### config.mk
export PLATFORM = sky130hd
export DESIGN_NAME = axi_4_master_burst_ctrl_flat
export DESIGN_NICKNAME = d
export VERILOG_FILES = /design/src/rtl/axi_4_defs.sv /design/src/rtl/axi_4_master_burst_ctrl_if.sv /design/src/rtl/axi_4_beat_counter.sv /design/src/rtl/axi_4_master_burst_ctrl.sv /design/src/flat_wrapper.sv
export SDC_FILE = /design/constraint.sdc
export NUM_CORES = 1
export LEC_CHECK = 0
export CORE_ASPECT_RATIO = 1.75
export CORE_MARGIN = 2
export CORE_UTILIZATION = 50
export CTS_CLUSTER_DIAMETER = 120
export CTS_CLUSTER_SIZE = 14
export DETAILED_ROUTE_END_ITERATION = 12
export PLACE_DENSITY = 0.88
export SETUP_SLACK_MARGIN = 0.4
export SLEW_MARGIN = 30
export SYNTH_ARGS = -nofsm -noshare
export SYNTH_HDL_FRONTEND = slang
export SYNTH_SLANG_ARGS = --single-unit
### constraint.sdc
create_clock -name clk -period 3.3 [get_ports clk]
set_clock_uncertainty 0.1 [all_clocks]
set_input_delay 0.66 -clock clk [delete_from_list [all_inputs] [get_ports clk]]
set_output_delay 0.66 -clock clk [all_outputs]
set_load 0.1 [all_outputs]
### src/rtl/axi_4_defs.sv
// Shared AXI4 definitions: FSM state encodings and response codes.
package axi_4_defs;

    localparam int unsigned AXI_RESP_W = 2;

    localparam logic [AXI_RESP_W-1:0] OKAY   = 2'b00;
    localparam logic [AXI_RESP_W-1:0] EXOKAY = 2'b01;
    localparam logic [AXI_RESP_W-1:0] SLVERR = 2'b10;
    localparam logic [AXI_RESP_W-1:0] DECERR = 2'b11;

    typedef enum logic [1:0] {
        RD_IDLE = 2'd0,
        RD_ADDR = 2'd1,
        RD_DATA = 2'd2,
        RD_DONE = 2'd3
    } axi_4_rd_states_e;

    typedef enum logic [1:0] {
        WR_IDLE = 2'd0,
        WR_XFER = 2'd1,
        WR_RESP = 2'd2,
        WR_DONE = 2'd3
    } axi_4_wr_states_e;

endpackage

### src/rtl/axi_4_master_burst_ctrl_if.sv
// AXI4 handshake bundle between the burst controller (master) and the slave side.
interface axi_4_master_burst_ctrl_if #(
    parameter int unsigned RESP_W = 2
);
    logic              m_arvalid;
    logic              s_arready;
    logic              s_rvalid;
    logic              s_rlast;
    logic [RESP_W-1:0] s_rresp;
    logic              m_rready;
    logic              m_awvalid;
    logic              s_awready;
    logic              m_wvalid;
    logic              m_wlast;
    logic              s_wready;
    logic              s_bvalid;
    logic [RESP_W-1:0] s_bresp;
    logic              m_bready;

    modport master (
        output m_arvalid, m_rready, m_awvalid, m_wvalid, m_wlast, m_bready,
        input  s_arready, s_rvalid, s_rlast, s_rresp, s_awready, s_wready, s_bvalid, s_bresp
    );

    modport slave (
        input  m_arvalid, m_rready, m_awvalid, m_wvalid, m_wlast, m_bready,
        output s_arready, s_rvalid, s_rlast, s_rresp, s_awready, s_wready, s_bvalid, s_bresp
    );
endinterface

### src/rtl/axi_4_beat_counter.sv
// Burst beat counter: latches the length on clear, flags the final beat.
module axi_4_beat_counter #(
    parameter int unsigned LEN_W = 8
) (
    input  logic             clk,
    input  logic             reset,
    input  logic             clear,
    input  logic             inc,
    input  logic [LEN_W-1:0] len,
    output logic             is_last
);
    // One extra bit so a full 2^LEN_W-beat burst never wraps.
    localparam int unsigned CNT_W = LEN_W + 1;

    logic [CNT_W-1:0] count;
    logic [LEN_W-1:0] len_q;

    // Count register and latched length.
    always_ff @(posedge clk) begin
        if (reset) begin
            count <= '0;
            len_q <= '0;
        end else if (clear) begin
            count <= '0;
            len_q <= len;
        end else if (inc) begin
            count <= count + CNT_W'(1);
        end
    end

    assign is_last = (count == {1'b0, len_q});
endmodule

### src/rtl/axi_4_master_burst_ctrl.sv
// AXI4 master handshake controller with independent, concurrent read and write engines.
module axi_4_master_burst_ctrl #(
    parameter int unsigned LEN_W  = 8,
    parameter int unsigned RESP_W = 2
) (
    input  logic                          clk,
    input  logic                          reset,
    input  logic                          ld_req,
    input  logic [LEN_W-1:0]              ld_len,
    input  logic                          st_req,
    input  logic [LEN_W-1:0]              st_len,
    output logic                          ld_busy,
    output logic                          st_busy,
    output logic                          ld_done,
    output logic                          st_done,
    output logic                          ld_err,
    output logic                          st_err,
    output logic                          ld_len_err,
    output logic                          incre_rdata,
    output logic                          incre_wdata,
    axi_4_master_burst_ctrl_if.master     bus
);
    import axi_4_defs::*;

    axi_4_rd_states_e rd_state, rd_state_n;
    axi_4_wr_states_e wr_state, wr_state_n;

    logic r_err, r_err_n, len_err, len_err_n;
    logic aw_done, aw_done_n, w_done, w_done_n, b_err, b_err_n;
    logic rd_clear, wr_clear, rd_last, wr_last;
    logic ar_valid, r_ready, aw_valid, w_valid, w_last, b_ready;

    axi_4_beat_counter #(.LEN_W(LEN_W)) u_rd_cnt (
        .clk(clk), .reset(reset), .clear(rd_clear), .inc(incre_rdata),
        .len(ld_len), .is_last(rd_last)
    );

    axi_4_beat_counter #(.LEN_W(LEN_W)) u_wr_cnt (
        .clk(clk), .reset(reset), .clear(wr_clear), .inc(incre_wdata),
        .len(st_len), .is_last(wr_last)
    );

    // State and flag registers for both engines.
    always_ff @(posedge clk) begin
        if (reset) begin
            rd_state <= RD_IDLE;
            wr_state <= WR_IDLE;
            r_err    <= 1'b0;
            len_err  <= 1'b0;
            aw_done  <= 1'b0;
            w_done   <= 1'b0;
            b_err    <= 1'b0;
        end else begin
            rd_state <= rd_state_n;
            wr_state <= wr_state_n;
            r_err    <= r_err_n;
            len_err  <= len_err_n;
            aw_done  <= aw_done_n;
            w_done   <= w_done_n;
            b_err    <= b_err_n;
        end
    end

    // Read engine next-state and outputs.
    always_comb begin
        rd_state_n  = rd_state;
        r_err_n     = r_err;
        len_err_n   = len_err;
        rd_clear    = 1'b0;
        ar_valid    = 1'b0;
        r_ready     = 1'b0;
        incre_rdata = 1'b0;
        ld_done     = 1'b0;
        ld_err      = 1'b0;
        ld_len_err  = 1'b0;
        case (rd_state)
            RD_IDLE: begin
                if (ld_req) begin
                    rd_clear   = 1'b1;
                    r_err_n    = 1'b0;
                    len_err_n  = 1'b0;
                    rd_state_n = RD_ADDR;
                end
            end
            RD_ADDR: begin
                ar_valid = 1'b1;
                if (bus.s_arready) rd_state_n = RD_DATA;
            end
            RD_DATA: begin
                r_ready = 1'b1;
                if (bus.s_rvalid) begin
                    incre_rdata = 1'b1;
                    if (bus.s_rresp[RESP_W-1]) r_err_n = 1'b1;
                    // Burst ends on the counted beat regardless of RLAST.
                    if (rd_last) begin
                        if (!bus.s_rlast) len_err_n = 1'b1;
                        rd_state_n = RD_DONE;
                    end else if (bus.s_rlast) begin
                        len_err_n = 1'b1;
                    end
                end
            end
            RD_DONE: begin
                ld_done    = 1'b1;
                ld_err     = r_err | len_err;
                ld_len_err = len_err;
                rd_state_n = RD_IDLE;
            end
            default: rd_state_n = RD_IDLE;
        endcase
    end

    // Write engine next-state and outputs; AW and W complete independently.
    always_comb begin
        wr_state_n  = wr_state;
        aw_done_n   = aw_done;
        w_done_n    = w_done;
        b_err_n     = b_err;
        wr_clear    = 1'b0;
        aw_valid    = 1'b0;
        w_valid     = 1'b0;
        w_last      = 1'b0;
        b_ready     = 1'b0;
        incre_wdata = 1'b0;
        st_done     = 1'b0;
        st_err      = 1'b0;
        case (wr_state)
            WR_IDLE: begin
                if (st_req) begin
                    wr_clear   = 1'b1;
                    aw_done_n  = 1'b0;
                    w_done_n   = 1'b0;
                    b_err_n    = 1'b0;
                    wr_state_n = WR_XFER;
                end
            end
            WR_XFER: begin
                aw_valid = !aw_done;
                w_valid  = !w_done;
                w_last   = w_valid & wr_last;
                if (aw_valid && bus.s_awready) aw_done_n = 1'b1;
                if (w_valid && bus.s_wready) begin
                    incre_wdata = 1'b1;
                    if (wr_last) w_done_n = 1'b1;
                end
                if (aw_done_n && w_done_n) wr_state_n = WR_RESP;
            end
            WR_RESP: begin
                b_ready = 1'b1;
                if (bus.s_bvalid) begin
                    b_err_n    = bus.s_bresp[RESP_W-1];
                    wr_state_n = WR_DONE;
                end
            end
            WR_DONE: begin
                st_done    = 1'b1;
                st_err     = b_err;
                wr_state_n = WR_IDLE;
            end
            default: wr_state_n = WR_IDLE;
        endcase
    end

    assign ld_busy       = (rd_state != RD_IDLE);
    assign st_busy       = (wr_state != WR_IDLE);
    assign bus.m_arvalid = ar_valid;
    assign bus.m_rready  = r_ready;
    assign bus.m_awvalid = aw_valid;
    assign bus.m_wvalid  = w_valid;
    assign bus.m_wlast   = w_last;
    assign bus.m_bready  = b_ready;
endmodule

### src/flat_wrapper.sv
// flat-port wrapper written by rule: the top's interface ports become plain ports
module axi_4_master_burst_ctrl_flat import axi_4_defs::*;
#(
    parameter int unsigned LEN_W  = 8,
    parameter int unsigned RESP_W = 2
)
  (clk, reset, ld_req, ld_len, st_req, st_len, ld_busy, st_busy, ld_done, st_done, ld_err, st_err, ld_len_err, incre_rdata, incre_wdata, bus_m_arvalid, bus_m_rready, bus_m_awvalid, bus_m_wvalid, bus_m_wlast, bus_m_bready, bus_s_arready, bus_s_rvalid, bus_s_rlast, bus_s_rresp, bus_s_awready, bus_s_wready, bus_s_bvalid, bus_s_bresp);
  axi_4_master_burst_ctrl_if #(.RESP_W(RESP_W)) bus_i ();
  input  logic clk;
  input  logic reset;
  input  logic ld_req;
  input  logic [LEN_W-1:0] ld_len;
  input  logic st_req;
  input  logic [LEN_W-1:0] st_len;
  output logic ld_busy;
  output logic st_busy;
  output logic ld_done;
  output logic st_done;
  output logic ld_err;
  output logic st_err;
  output logic ld_len_err;
  output logic incre_rdata;
  output logic incre_wdata;
  output wire logic [$bits(bus_i.m_arvalid)-1:0] bus_m_arvalid;
  output wire logic [$bits(bus_i.m_rready)-1:0] bus_m_rready;
  output wire logic [$bits(bus_i.m_awvalid)-1:0] bus_m_awvalid;
  output wire logic [$bits(bus_i.m_wvalid)-1:0] bus_m_wvalid;
  output wire logic [$bits(bus_i.m_wlast)-1:0] bus_m_wlast;
  output wire logic [$bits(bus_i.m_bready)-1:0] bus_m_bready;
  input wire logic [$bits(bus_i.s_arready)-1:0] bus_s_arready;
  input wire logic [$bits(bus_i.s_rvalid)-1:0] bus_s_rvalid;
  input wire logic [$bits(bus_i.s_rlast)-1:0] bus_s_rlast;
  input wire logic [$bits(bus_i.s_rresp)-1:0] bus_s_rresp;
  input wire logic [$bits(bus_i.s_awready)-1:0] bus_s_awready;
  input wire logic [$bits(bus_i.s_wready)-1:0] bus_s_wready;
  input wire logic [$bits(bus_i.s_bvalid)-1:0] bus_s_bvalid;
  input wire logic [$bits(bus_i.s_bresp)-1:0] bus_s_bresp;
  assign bus_m_arvalid = bus_i.m_arvalid;
  assign bus_m_rready = bus_i.m_rready;
  assign bus_m_awvalid = bus_i.m_awvalid;
  assign bus_m_wvalid = bus_i.m_wvalid;
  assign bus_m_wlast = bus_i.m_wlast;
  assign bus_m_bready = bus_i.m_bready;
  assign bus_i.s_arready = bus_s_arready;
  assign bus_i.s_rvalid = bus_s_rvalid;
  assign bus_i.s_rlast = bus_s_rlast;
  assign bus_i.s_rresp = bus_s_rresp;
  assign bus_i.s_awready = bus_s_awready;
  assign bus_i.s_wready = bus_s_wready;
  assign bus_i.s_bvalid = bus_s_bvalid;
  assign bus_i.s_bresp = bus_s_bresp;
  axi_4_master_burst_ctrl #(.LEN_W(LEN_W), .RESP_W(RESP_W)) u_core (.clk(clk), .reset(reset), .ld_req(ld_req), .ld_len(ld_len), .st_req(st_req), .st_len(st_len), .ld_busy(ld_busy), .st_busy(st_busy), .ld_done(ld_done), .st_done(st_done), .ld_err(ld_err), .st_err(st_err), .ld_len_err(ld_len_err), .incre_rdata(incre_rdata), .incre_wdata(incre_wdata), .bus(bus_i));
endmodule
Fig. 1: run 1, power grid
Drawn at 6 px/micron. Pins as bars on the die edge.
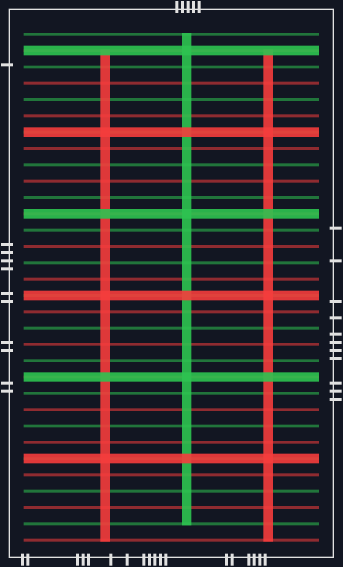
VSS: marked red. VDD: marked green.
45 signal pins sit on the boundary. The core has 31 rows. 6 straps on met5. 3 straps on met4.
die height: 91.1 microns
maximum vdd drop: 0.680 mV
Die Span X: 53.8 microns
Core Footprint: 0.00415 sq mm

Fig. 2: run 1, local utilization
Drawn at 4 px/micron. The die is cut into 5 by 9 equal tiles; white is low, dark blue is high, 0 to 100% covered.
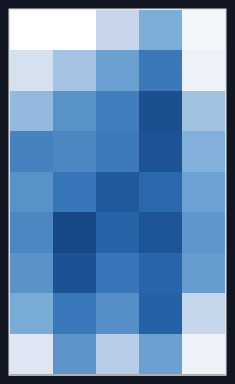
4.4% of the tiles are nearly empty. The mean over all tiles is 54%. The emptiest ninth of the die: top left.
FP Core Util: 0.522
final core utilization: 0.651

==> flow_summary.yaml, run 1 <==
# synthesis and place-and-route metrics
drt:
  first_pass_iters: 4
  vias_per_cell: 5.28
place:
  place_ws_ns: 0.718
  place.port_buffers: 42
clock_network:
  clock_sinks: 43
  clkLatencyLatePin_ns: 0.30
worst_hold_path:
  hp-start: "u_core.u_wr_cnt.len_q[2]"
critical_path:
  start_kind: "flip-flop"
  reg2reg_to: "u_core.u_rd_cnt.count[8]"
  r2r_cells: 7
  crit_family: "simple AND/OR/NAND/NOR gates"
  cp-endpoint: "bus_m_wlast"
  cp.required_ns: 2.54
  path_buffers: 1
floorplan:
  io_pins: 45
final_layout:
  fin_area_sq_mm: 0.00270
  finalNonFillerCells: 348
  mostFrequentLayoutCells: "43 x dfxtp_1, 38 x nand2_1, 27 x clkdlybuf4s50_1"
  syn2layout_area_growth_pct: 24.7
synthesis:
  postSynthSeqShare: 0.397
  synthMuxAreaShare: 0.0139
  netlist_area_sq_mm: 0.00217
final_timing:
  holdWs_ns: 0.368
  setup_ws_ns: 0.784
  max_freq_mhz: 397
  drv_slew: 0
flow_run:
  tool_warnings: 34
  max_cap_viol_count: 0
outcome:
  outcome: "finished clean"
Fig. 3: run 1, wiring by layer
Drawn at 8 px/micron. Only two layers are drawn.
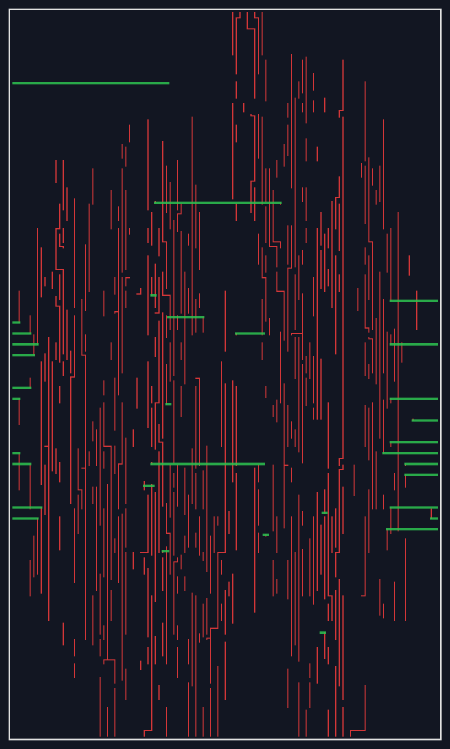
M3: marked green, wire length 133 microns. M2: marked red, wire length 2500 microns.

Fig. 4: run 1, clock distribution
Drawn at 8 px/micron.
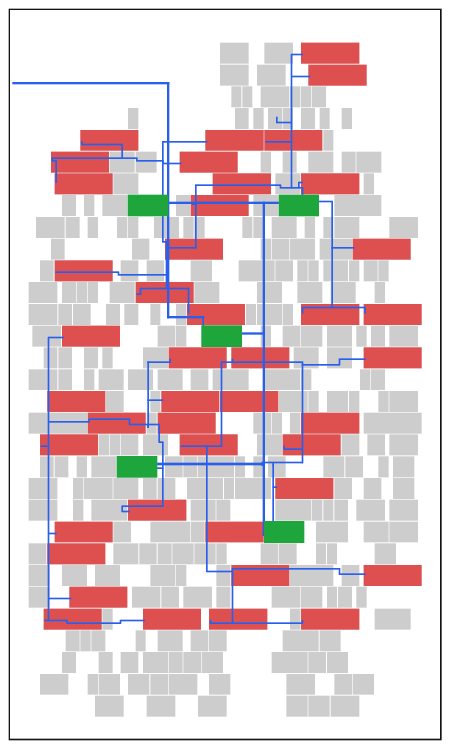
clock wires: marked blue, length 521 microns. flip-flops: marked red, count 43. clock-net drivers: marked green, count 5.
There are 6 routed clock nets.

## run 1: layer usage
| layer | global-route usage | routed length (microns) |
|---|---|---|
| met2 | 0.382 | 2500 |
| met1 | 0.205 | 1800 |
| met3 | 0.0411 | 133 |
| met4 | 0.0919 | 127 |
| met5 | 0 | 0 |
## run 1: state kept, by name (all words and copies together), names as in the netlist
signal,count
u_core.r_err,1
u_core.aw_done,1
u_core.wr_state,2
u_core.u_rd_cnt.count,9
u_core.rd_state,2
u_core.b_err,1
u_core.len_err,1
u_core.u_rd_cnt.len_q,8
u_core.w_done,1
u_core.u_wr_cnt.count,9
u_core.u_wr_cnt.len_q,8
## run 1: cell type report
type,count,area [sq um]
inverter,7,26.3
tap,49,61.3
timing repair buffer,44,423
sequential,43,861
fill,361,1450
multi-input combinational,197,1240
clock buffer,6,72.6
clock inverter,2,12.5
## run 1: synthesized netlist by cell type, types with 2 or more instances
| master | count |
|---|---|
| clkbuf_1 | 10 |
| nor2b_1 | 4 |
| nor2_1 | 25 |
| o21ai_0 | 3 |
| xnor2_1 | 19 |
| nand2_1 | 38 |
| nand4_1 | 8 |
| o21a_1 | 2 |
| dfxtp_1 | 43 |
| nor3_1 | 3 |
| and2_1 | 5 |
| a21oi_1 | 21 |
| nand2b_1 | 12 |
| inv_1 | 7 |
| a311oi_1 | 2 |
| or3b_2 | 2 |
| nand3_1 | 10 |
| and3_1 | 3 |
| xor2_1 | 13 |
| ha_1 | 10 |
| mux2i_1 | 3 |
## run 1: power breakdown
part | total [mW] | leakage [nW] | switching (mW) | internal [mW]
Sequential | 0.648 | 0.350 | 0.0577 | 0.591
Clock | 0.330 | 0.0412 | 0.182 | 0.148
Combinational | 1.16 | 0.660 | 0.815 | 0.342
Total | 2.13 | 1.05 | 1.05 | 1.08
==> run 2, diff against run 1 <==
--- a/config.mk
+++ b/config.mk
@@ -7,11 +7,11 @@
 export LEC_CHECK = 0
 export CORE_ASPECT_RATIO = 1.75
 export CORE_MARGIN = 2
-export CORE_UTILIZATION = 50
+export CORE_UTILIZATION = 46
 export CTS_CLUSTER_DIAMETER = 120
 export CTS_CLUSTER_SIZE = 14
 export DETAILED_ROUTE_END_ITERATION = 12
-export PLACE_DENSITY = 0.88
+export PLACE_DENSITY = 0.86
 export SETUP_SLACK_MARGIN = 0.4
 export SLEW_MARGIN = 30
 export SYNTH_ARGS = -nofsm -noshare
==> constraint.sdc (replaced) <==
create_clock -name clk -period 2.2 [get_ports clk]
set_clock_uncertainty 0.1 [all_clocks]
set_input_delay 0.44 -clock clk [delete_from_list [all_inputs] [get_ports clk]]
set_output_delay 0.44 -clock clk [all_outputs]
set_load 0.1 [all_outputs]
Fig. 5: run 2, local utilization
Drawn at 4 px/micron. The die is cut into 6 by 9 equal tiles; white is low, dark blue is high, 0 to 100% covered.
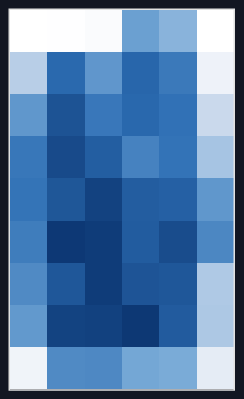
FP Core Util: 0.469
Core Footprint: 0.00462 sq mm
final core utilization: 0.724

==> flow_summary.yaml, run 2 <==
# synthesis and place-and-route metrics
final_layout:
  finalNonFillerCells: 377
  fin_area_sq_mm: 0.00335
  syn2layout_area_growth_pct: 54.5
  mostFrequentLayoutCells: "38 x nand2_1, 28 x dfxtp_1, 25 x nor2_1, 25 x clkdlybuf4s50_1, 20 x buf_4"
global_route:
  gr-usage-met1: 0.214
place:
  place_ws_ns: 0.0996
power_and_ir_drop:
  p_int_mw: 2.23
  maxPowerGroup: "combinational logic"
  power_frac_comb: 0.632
  peakVddDrop_mv: 1.35
  p_sw_frac: 0.459
  p_sw_mw: 1.90
  p_seq_frac: 0.250
final_timing:
  max_freq_mhz: 470
  drv_slew: 0
  setup_ws_ns: 0.0742
floorplan:
  die_x_microns: 55.9
  io_pins: 45
outcome:
  outcome: "finished clean"
drt:
  route.met3.wl_microns: 184
  wl_met1_mm: 2.20
synthesis:
  top_cell: "dfxtp_1"
  netlist_area_sq_mm: 0.00217
  common_cells: "43 x dfxtp_1, 38 x nand2_1, 25 x nor2_1, 21 x a21oi_1, 19 x xnor2_1"
  postSynthSeqShare: 0.397
critical_path:
  cp-endpoint: "bus_m_wlast"
  r2r_cells: 9
flow_run:
  max_cap_viol_count: 0
clock_network:
  clock_sinks: 43
  clkLatencyLatePin_ns: 0.30
[run 2: timing repair]
item | 4_1_cts | 5_1_grt
setup endpoints to repair | 17 | 19
buffers inserted | 11 | 8
pin swaps | 6 | 10
resized | 26 | 34
cloned | 0 | 0
[run 2: worst max-delay path: stages (launching register included)]
cell	delay [ns]
dfxtp_2	0.34
xnor2_2	0.17
nand4_1	0.21
nor3_4	0.22
and2_4	0.19
buf_12	0.16
[run 2: cells by family after synthesis]
kind of cell | after synthesis
flops | 43
mux | 3
simple gates | 117
fa+ha+maj | 10
compound gates | 35
xor+xnor | 32
buf+inv | 18
[run 2: worst min-delay path by stage]
| stage | start | endpoint | slack, ns | cells past startpoint |
|---|---|---|---|---|
| 6_report | u_core.u_rd_cnt.len_q[7] | u_core.u_rd_cnt.len_q[7] | 0.37 | 2 |
| 5_1_grt | u_core.u_wr_cnt.len_q[5] | u_core.u_wr_cnt.len_q[5] | 0.39 | 2 |
| 4_1_cts | u_core.u_wr_cnt.len_q[5] | u_core.u_wr_cnt.len_q[5] | 0.37 | 2 |
| 3_5_place_dp | u_core.u_wr_cnt.len_q[5] | u_core.u_wr_cnt.len_q[5] | 0.36 | 2 |
| 3_3_place_gp | u_core.u_wr_cnt.len_q[6] | u_core.u_wr_cnt.len_q[6] | 0.36 | 2 |
| 2_1_floorplan | u_core.u_rd_cnt.len_q[0] | u_core.u_rd_cnt.len_q[0] | 0.35 | 2 |
[run 2: area by class of cell]
type                    count  area [sq um]
clock buffers               7          76.3
inverters                   7          35.0
flip-flops and latches     43           895
well taps                  52          65.1
repair buffers             70           808
multi-input cells         197          1460
clock inverters             1          5.00
fillers                   311          1280
Power is estimated from default activity; no workload was simulated.
